## src/rtl/seq_restoring_divider.sv

```systemverilog
// Multi-cycle restoring divider for the MIPS divide unit: one trial subtraction per clock.
// Optional macro DIVIDER_SIGNED_EN selects two's-complement operands (default: unsigned).
module seq_restoring_divider #(
    parameter int WIDTH = 3,
    parameter int CNT_W = 5
) (
    input  logic             CLK,
    input  logic             RSTn,
    input  logic             Start,
    input  logic [WIDTH-1:0] Dividend,
    input  logic [WIDTH-1:0] Divisor,
    output logic [WIDTH-1:0] Quotient,
    output logic [WIDTH-1:0] Remainder,
    output logic             Busy,
    output logic             Done,
    output logic             DivByZero
);

    typedef enum logic [1:0] {
        IDLE = 2'd0,
        RUN  = 2'd1,
        FIN  = 2'd2
    } state_t;

    localparam logic [WIDTH-1:0] ONE_W     = {{(WIDTH-1){1'b0}}, 1'b1};
    localparam logic [WIDTH+1:0] ONE_T     = {{(WIDTH+1){1'b0}}, 1'b1};
    localparam logic [CNT_W-1:0] CNT_ONE   = CNT_W'(1);
    localparam logic [CNT_W-1:0] CNT_START = CNT_W'(WIDTH);

    state_t           state_q, state_d;
    logic [WIDTH:0]   r_q, r_d;
    logic [WIDTH-1:0] q_q, q_d;
    logic [WIDTH-1:0] d_q, d_d;
    logic [CNT_W-1:0] cnt_q, cnt_d;
    logic [WIDTH-1:0] quotient_q, quotient_d;
    logic [WIDTH-1:0] remainder_q, remainder_d;
    logic             dbz_q, dbz_d;

    logic [WIDTH:0]   r_shifted;
    logic [WIDTH-1:0] q_shifted;
    logic [WIDTH+1:0] trial;
    logic             no_borrow;
    logic [WIDTH:0]   r_next;
    logic [WIDTH-1:0] q_next;
    logic [WIDTH-1:0] quot_final;
    logic [WIDTH-1:0] rem_final;
    logic [WIDTH-1:0] dividend_mag;
    logic [WIDTH-1:0] divisor_mag;

    // Subtraction done as R + ~{0,D} + 1; the carry out of the top bit means no borrow.
    assign r_shifted = {r_q[WIDTH-1:0], q_q[WIDTH-1]};
    assign q_shifted = {q_q[WIDTH-2:0], 1'b0};
    assign trial     = {1'b0, r_shifted} + {1'b0, ~{1'b0, d_q}} + ONE_T;
    assign no_borrow = trial[WIDTH+1];
    assign r_next    = no_borrow ? trial[WIDTH:0] : r_shifted;
    assign q_next    = {q_shifted[WIDTH-1:1], no_borrow};

`ifdef DIVIDER_SIGNED_EN
    logic quot_neg_q, quot_neg_d;
    logic rem_neg_q, rem_neg_d;

    assign dividend_mag = Dividend[WIDTH-1] ? (~Dividend + ONE_W) : Dividend;
    assign divisor_mag  = Divisor[WIDTH-1]  ? (~Divisor + ONE_W)  : Divisor;
    assign quot_final   = quot_neg_q ? (~q_next + ONE_W) : q_next;
    assign rem_final    = rem_neg_q ? (~r_next[WIDTH-1:0] + ONE_W) : r_next[WIDTH-1:0];
`else
    assign dividend_mag = Dividend;
    assign divisor_mag  = Divisor;
    assign quot_final   = q_next;
    assign rem_final    = r_next[WIDTH-1:0];
`endif

    always_comb begin
        state_d     = state_q;
        r_d         = r_q;
        q_d         = q_q;
        d_d         = d_q;
        cnt_d       = cnt_q;
        quotient_d  = quotient_q;
        remainder_d = remainder_q;
        dbz_d       = dbz_q;
`ifdef DIVIDER_SIGNED_EN
        quot_neg_d  = quot_neg_q;
        rem_neg_d   = rem_neg_q;
`endif
        case (state_q)
            IDLE: begin
                if (Start) begin
                    q_d   = dividend_mag;
                    d_d   = divisor_mag;
                    r_d   = '0;
                    cnt_d = CNT_START;
                    dbz_d = (Divisor == '0);
`ifdef DIVIDER_SIGNED_EN
                    quot_neg_d = Dividend[WIDTH-1] ^ Divisor[WIDTH-1];
                    rem_neg_d  = Dividend[WIDTH-1];
`endif
                    // Division by zero skips the iterations and reports immediately.
                    if (Divisor == '0) begin
                        quotient_d  = '1;
                        remainder_d = Dividend;
                        state_d     = FIN;
                    end else begin
                        state_d = RUN;
                    end
                end
            end
            RUN: begin
                r_d   = r_next;
                q_d   = q_next;
                cnt_d = cnt_q - CNT_ONE;
                if (cnt_q == CNT_ONE) begin
                    quotient_d  = quot_final;
                    remainder_d = rem_final;
                    state_d     = FIN;
                end
            end
            FIN: begin
                state_d = IDLE;
            end
            default: begin
                state_d = IDLE;
            end
        endcase
    end

    always_ff @(posedge CLK or negedge RSTn) begin
        if (!RSTn) begin
            state_q     <= IDLE;
            r_q         <= '0;
            q_q         <= '0;
            d_q         <= '0;
            cnt_q       <= '0;
            quotient_q  <= '0;
            remainder_q <= '0;
            dbz_q       <= 1'b0;
`ifdef DIVIDER_SIGNED_EN
            quot_neg_q  <= 1'b0;
            rem_neg_q   <= 1'b0;
`endif
        end else begin
            state_q     <= state_d;
            r_q         <= r_d;
            q_q         <= q_d;
            d_q         <= d_d;
            cnt_q       <= cnt_d;
            quotient_q  <= quotient_d;
            remainder_q <= remainder_d;
            dbz_q       <= dbz_d;
`ifdef DIVIDER_SIGNED_EN
            quot_neg_q  <= quot_neg_d;
            rem_neg_q   <= rem_neg_d;
`endif
        end
    end

    assign Quotient  = quotient_q;
    assign Remainder = remainder_q;
    assign Busy      = (state_q == RUN);
    assign Done      = (state_q == FIN);
    assign DivByZero = dbz_q;

endmodule

```

## config.mk

```make
export PLATFORM = sky130hd
export DESIGN_NAME = seq_restoring_divider
export DESIGN_NICKNAME = d
export VERILOG_FILES = /design/src/rtl/seq_restoring_divider.sv
export SDC_FILE = /design/constraint.sdc
export NUM_CORES = 1
export LEC_CHECK = 0
export ABC_CLOCK_PERIOD_IN_PS = 2400
export CORE_ASPECT_RATIO = 0.9
export CORE_MARGIN = 2
export CORE_UTILIZATION = 50
export DETAILED_ROUTE_END_ITERATION = 6
export MAX_ROUTING_LAYER = met4
export PLACE_DENSITY = 0.81
export SLEW_MARGIN = 30
export SYNTH_ARGS = -nofsm -noshare
export SYNTH_HDL_FRONTEND = slang
export SYNTH_SLANG_ARGS = --single-unit
export TNS_END_PERCENT = 50
```

## constraint.sdc

```tcl
create_clock -name CLK -period 2.4 [get_ports CLK]
set_clock_uncertainty 0.1 [all_clocks]
set_input_delay 0.36 -clock CLK [delete_from_list [all_inputs] [get_ports CLK]]
set_output_delay 0.36 -clock CLK [all_outputs]
set_load 0.005 [all_outputs]
```

final_congestion.png
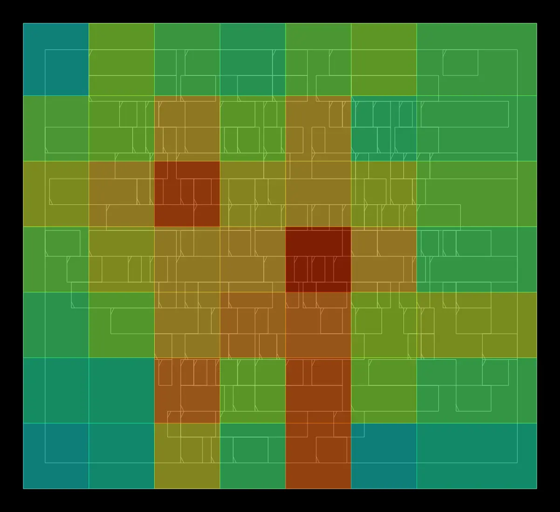
met3 usage: 0.06135
gr busiest metal: met2
met1 Use GR: 0.2828

met2.png
Scale bar: 20 µm. Cells faint in the background.
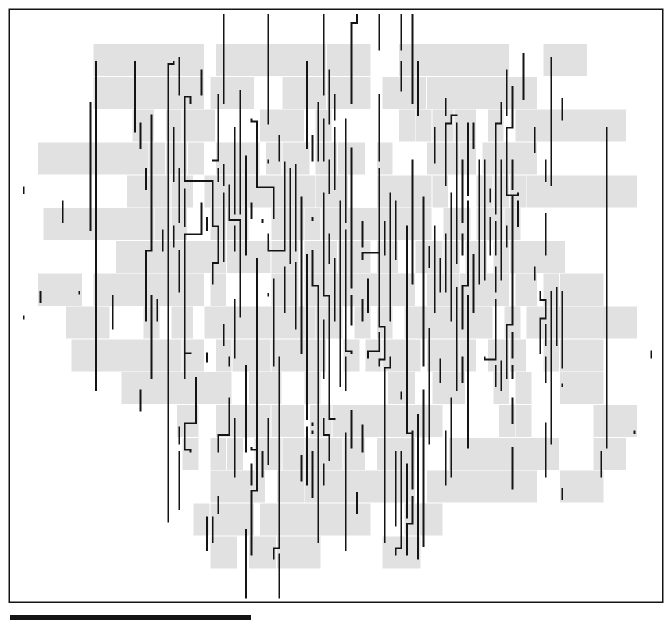
The layer holds 48% of the routed length. The longest straight run is 37.9 µm. 128 nets have wire on it. The layer carries 1,130 µm of wire. The wires run mostly vertical.

metal_stack.png
Two of the layers only.
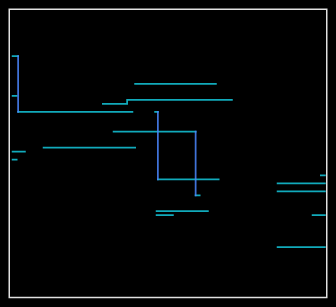
met4: shown in blue, wire length 32.0 µm. met3: shown in cyan, wire length 140 µm.

met1.png
Scale bar: 20 µm. Supply wires on this layer in grey. Cells faint in the background.
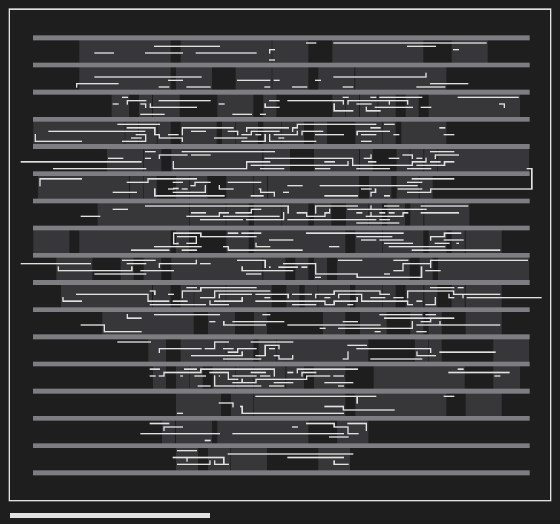
The wires run mostly horizontal. The longest straight run is 15.2 µm.

drive_strength.png
Scale bar: 20 µm.
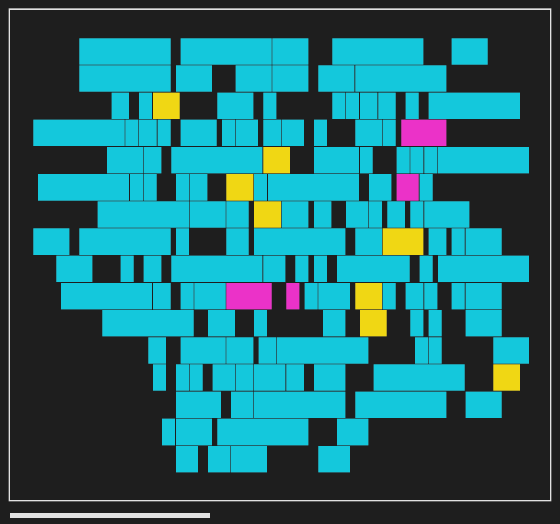
drive 2: shown in magenta, cells 4, share 2.9%. drive 3 to 4: shown in yellow, cells 8, share 5.7%. drive 1 or less: shown in cyan, cells 128, share 91%.

==> out/results.txt <==
Worst setup SP type = flop
Vias in the first global route = 874
Status = finished, final reports clean
Synth warnings = 0
Final setup vio count = 0
Final Hold Viols = 0
RSZ-0062 raised after global routing = false
Slowest cell on crit path = clkdlybuf4s50_1
Peak supply drop = 0.7124 mV
Top cells by area = dfrtp_1 51%, nand2_1 7.0%, ha_1 4.4%, nor2_1 4.0%, nand2b_1 3.3%
CP max FO = 9
Buffers plus inverters on the worst setup path = 2
Ports = 18
Max_slew headroom = 0.5487
Worst r2r src = q_q[2]
Initial antenna violation count = 0
GR Util All Layers = 0.2102
FF-to-FF End = Remainder[2]
Fin crit period = 2250 ps
First-pass GRT wire length = 3898 µm
Gpl congestion = 0.8612
Post-layout nets = 155
Synth Cell Area = 1126 µm²
Power Total = 0.001833 W
Cell family with most CP delay = buffers and inverters
Gr ovfl total = 0
Commonest cells after routing, fill and taps aside = 23 x dfrtp_1, 21 x nand2_1, 17 x clkdlybuf4s50_1, 12 x nor2_1
CP Class = reg -> out
Mapped Avg Cell Area = 9.543 µm²
CTS resizes = 0
Worst-Margin Slew = 675.6 ps
Post-CTS Setup Bufs = 0
Hold slack = 272.8 ps
Ratio of final minimum period to clock period = 0.9375
Ys flop type = dfrtp_1
Sequential element share of the synthesized area = 0.5111
1st-iter DRT viols = 15
Clk buf depth = 2
Diodes inserted = 0
DIE HEIGHT = 49.02 µm
Synth Area in Simple Gates = 0.2111
Yosys xor share = 0
Critical path data arrival time = 1790 ps
Die Span X = 54.03 µm
Die ar. = 2648 µm²
Antenna-violating nets left = 0
TNS Setup = 0 ps
Leak pwr = 0.6261 nW
Worst path required time = 1940 ps
Detailed Place HPWL = 1774 µm
Vias = 918
EDFF count, synth = 0
Area Growth Syn to Fin = 21.89%
CTS tree = done
Adder Share, Synth = 0.06222
Clk latency late pin = 320 ps
#FFs+latches synth = 23
Complex Gates by Area = 0.1589
H-tree depth = 1
Distinct lib cells = 33
Inserted Clock Buffers = 3
Core box area = 2162 µm²
Slew Limit Fails = 0
Highest cell delay on the worst timing path = 510 ps
Largest net degree at the start of global routing = 24
Clock Sinks = 23
-- worst max-delay path by stage --
stage	from	end	slack [ps]	cells past startpoint
final	state_q[1]	Busy	150	3
after global routing	state_q[1]	Busy	40	3
after CTS	state_q[1]	Busy	140	3
after detailed placement	q_q[2]	Remainder[2]	380	6
after global placement	Divisor[1]	Quotient[2]	440	6
after floorplan	q_q[2]	Remainder[2]	480	6
-- metrics by stage --
stage                     std cells  setup slack, ps    util  instance area [µm²]
after global placement          163            438.3  0.6227                 1346
after CTS                       167            137.1  0.6348                 1373
after detailed placement        163            382.4  0.6227                 1346
final                           167            150.0  0.6348                 1373
after floorplan                 118            479.8       -                 1126
after global routing            167            41.07  0.6348                 1373
-- state kept, by name (all words and copies together) (netlist names) --
signal and count:
d_q 3, Quotient 3, q_q 3, Remainder 3, DivByZero 1, cnt_q 5, state_q 2, r_q 3
-- Yosys cell counts (all sizes together) (3+ instances only) --
| cell type | number |
|---|---|
| o22ai | 3 |
| inv | 8 |
| ha | 4 |
| nor2 | 12 |
| dfrtp | 23 |
| nand2b | 6 |
| o21ai | 8 |
| nand2 | 21 |
| a21oi | 7 |
-- area by class of cell --
cell class | count | area [µm²]
fill | 178 | 789.5
inverter | 8 | 30.03
tap | 27 | 33.78
multi-input combinational | 84 | 506.7
sequential | 23 | 575.6
clock buffer | 4 | 26.28
timing repair buffer | 21 | 200.2
-- report_power, final --
group | internal (W) | switching (W)
registers | 0.000568 | 0.000138
logic | 0.000448 | 0.000497
clock network | 0.0000651 | 0.000117
-- layer usage --
layer	routed length, µm	up-vias	track usage
li1	-	453	-
met1	1056	433	0.2828
met2	1127	26	0.3110
met3	139	6	0.06135
met4	31	0	0.05833
met5	0	-	-
Power is estimated from default activity; no workload was simulated.
